**Cell outlines without signal wires**

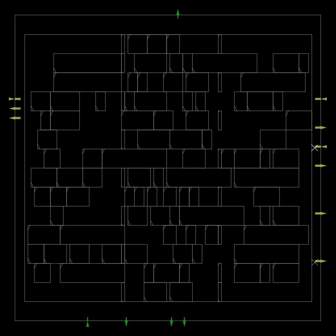
**I/O nets highlighted**

Scale: 6 px per um.
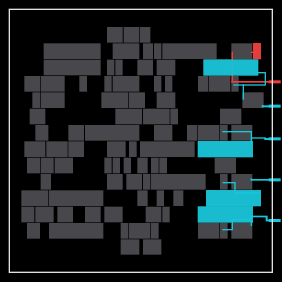
**Signal wires on met1**

Scale: 12 px per um. Supply wires on this layer in grey. Cells faint in the background.
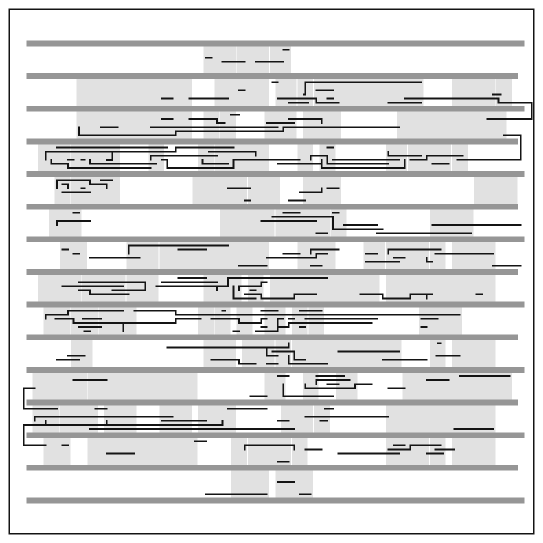
**Placed cells, one colour a class**

Scale: 8 px per um.
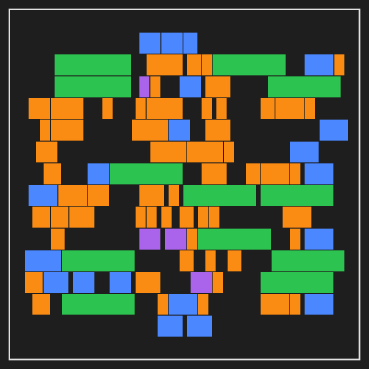
==> src/rtl/sar_search.sv <==
// Successive-approximation controller: recovers an unknown X, MSB first, by
// driving trial values into an external X > trial comparator.
module sar_search #(
  parameter int WIDTH  = 4,
  parameter int SETTLE = 0
) (
  input  logic             clk,
  input  logic             reset,
  input  logic             start,
  input  logic             gt_in,
  output logic [WIDTH-1:0] trial,
  output logic             busy,
  output logic             done,
  output logic [WIDTH-1:0] result
);

  localparam int KW = (WIDTH > 1) ? $clog2(WIDTH) : 1;
  localparam int CW = (SETTLE > 0) ? $clog2(SETTLE + 1) : 1;
  localparam logic [KW-1:0] K_TOP   = KW'(WIDTH - 1);
  localparam logic [CW-1:0] CNT_TOP = CW'(SETTLE);

  typedef enum logic [1:0] {
    S_IDLE,
    S_SEARCH,
    S_DONE
  } state_t;

  state_t          state;
  logic [WIDTH-1:0] r;
  logic [KW-1:0]    k;
  logic [CW-1:0]    cnt;
  logic [WIDTH-1:0] r_next;

  // All ones strictly below bit idx.
  function automatic logic [WIDTH-1:0] below_mask(input logic [KW-1:0] idx);
    logic [WIDTH-1:0] m;
    m = '0;
    for (int i = 0; i < WIDTH; i++) m[i] = (KW'(i) < idx);
    return m;
  endfunction

  function automatic logic [WIDTH-1:0] bit_mask(input logic [KW-1:0] idx);
    logic [WIDTH-1:0] m;
    m = '0;
    for (int i = 0; i < WIDTH; i++) m[i] = (KW'(i) == idx);
    return m;
  endfunction

  // Trial keeps the decided upper bits, clears bit k and fills below it with
  // ones, so X > trial exactly when X >= R + 2^k.
  always_comb begin
    r_next = gt_in ? (r | bit_mask(k)) : r;
    trial  = (state == S_SEARCH) ? (r | below_mask(k)) : '0;
    busy   = (state != S_IDLE);
    done   = (state == S_DONE);
  end

  always_ff @(posedge clk or posedge reset) begin
    if (reset) begin
      state  <= S_IDLE;
      r      <= '0;
      k      <= K_TOP;
      cnt    <= '0;
      result <= '0;
    end else begin
      case (state)
        S_IDLE: begin
          if (start) begin
            r     <= '0;
            k     <= K_TOP;
            cnt   <= '0;
            state <= S_SEARCH;
          end
        end
        S_SEARCH: begin
          // gt_in only matters on the last settle cycle of each bit.
          if (cnt == CNT_TOP) begin
            r <= r_next;
            if (k == '0) begin
              result <= r_next;
              state  <= S_DONE;
            end else begin
              k   <= k - 1'b1;
              cnt <= '0;
            end
          end else begin
            cnt <= cnt + 1'b1;
          end
        end
        S_DONE:  state <= S_IDLE;
        default: state <= S_IDLE;
      endcase
    end
  end

endmodule

==> config.mk <==
export PLATFORM = sky130hd
export DESIGN_NAME = sar_search
export DESIGN_NICKNAME = d
export VERILOG_FILES = /design/src/rtl/sar_search.sv
export SDC_FILE = /design/constraint.sdc
export NUM_CORES = 1
export LEC_CHECK = 0
export CAP_MARGIN = 5
export CORE_UTILIZATION = 40
export CTS_BUF_LIST = sky130_fd_sc_hd__clkbuf_4
export CTS_CLUSTER_DIAMETER = 50
export DETAILED_ROUTE_END_ITERATION = 8
export SLEW_MARGIN = 5
export SYNTH_ARGS = -nofsm -noshare
export SYNTH_HDL_FRONTEND = slang
export SYNTH_SLANG_ARGS = --single-unit
==> constraint.sdc <==
create_clock -name clk -period 2.2 [get_ports clk]
set_clock_uncertainty 0.2 [all_clocks]
set_input_delay 0.44 -clock clk [delete_from_list [all_inputs] [get_ports clk]]
set_output_delay 0.44 -clock clk [all_outputs]
set_load 0.02 [all_outputs]
==> impl_metrics.ini <==
; implementation run metrics
[floorplan]
core_area_sq_um = 1560

[detailed_routing]
detail_route.drc_violations = 3
vias_per_cell = 5.06

[outcome]
violated_checks = DRC
run_status = complete, but fails checks

[critical_path]
worst_setup_path_start_kind = flop
crit_path_cell_trace = ha_1, nor2_1, nor2_1, dlygate4sd2_1

[power_and_ir_drop]
pwr.group.sequential_mw = 0.415

[logic_synthesis]
synth_seq_share_pct = 43.8
synth-cells-yosys = 73
synthesis.area_sq_um = 692

[finish]
stdcell_area_sq_um = 892

[cts]
clk_path_buf_depth = 2
tritoncts = yes
cts_hold_repair_buffers = 0

[final_timing]
worstMarginPinSlew_ps = 460
timing.final.hold_violations = 0
slew-limit-headroom_pct = 69.3

[run]
tally_of_openroad_warnings = 30

[hold_path]
hold_path.class = in2async
## Picture notes: 'cell outlines without signal wires'
total number of tap cells: 16
number of core rows: 14

## Picture notes: 'I/O nets highlighted'
[result] cyan | bits: 4 | direction: output | end cells: 4 | wire: 44.9 um
[reset] red | bits: 1 | direction: input | end cells: 1 | wire: 11.7 um
number of placed I/O pins: 14
number of input and output port buffers inserted: 13

## Picture notes: 'signal wires on met1'
nets with wire on the layer: 85
share of all routed wire: 46%
main direction: horizontal
wire length on this layer: 631 um
longest straight run: 23.7 um

## Picture notes: 'placed cells, one colour a class'
[all other logic] orange | cells: 57
[flip-flops] green | cells: 12
[clock drivers and dummy loads] purple | cells: 4
[other buffers and delay cells] blue | cells: 20

[Yosys cell counts]
master	instances	area (sq um)
or2_2	1	6.26
nor2_1	3	11.3
and2b_1	1	7.51
o221ai_1	4	35.0
and3b_1	1	8.76
o21ba_2	1	10.0
nor2b_1	1	6.26
a21oi_1	7	35.0
dfrtp_1	10	250
nand3b_1	2	15.0
mux2i_1	4	40.0
ha_1	5	62.6
nand2_1	10	37.5
dfstp_2	2	52.6
buf_1	1	3.75
o221a_2	2	22.5
inv_1	11	41.3
or2_1	1	6.26
buf_2	2	10.0
buf_6	1	11.3
nand2b_1	3	18.8
[flip-flops by register name, indices dropped and copies added (netlist names)]
| signal | flops |
|---|---|
| r | 4 |
| result | 4 |
| k | 2 |
| state | 2 |
[through the flow]
stage | setup WS (ps) | setup TNS [ps] | hold WS, ps
floorplan | 300 | 0 | 103
global placement | 26.1 | 0 | 302
detailed placement | -6.19 | -6.19 | 308
CTS | 39.6 | 0 | 291
global route | 35.7 | 0 | 312
finish | 130 | 0 | 276
[area by class of cell]
class,count,area [sq um],share of cell area [%]
clock buffers,3,22.5,2.52
clock inverters,1,3.75,0.421
inverters,11,41.3,4.63
multi-input cells,46,325,36.5
flip-flops and latches,12,303,33.9
well taps,16,20.0,2.24
repair buffers,20,176,19.8
[kinds of logic (layout without fill, tap and decap cells)]
kind of cell / count (synthesis) / after routing / share of synthesized area [%]
flip-flops: 12 / 12 / 43.8
multiplexers: 4 / 4 / 5.79
buffers and inverters: 15 / 35 / 9.58
AND-OR/OR-AND: 14 / 14 / 14.8
adder cells (fa/ha/maj): 5 / 5 / 9.04
AND/OR/NAND/NOR: 23 / 23 / 17.0
[metal layers]
layer  up-vias  wire, um  track usage, %
met1       250       630            19.5
met3         4        53            2.92
met2        15       668            30.4
met5         -         0               0
met4         0        28            8.75
li1        282         -               -
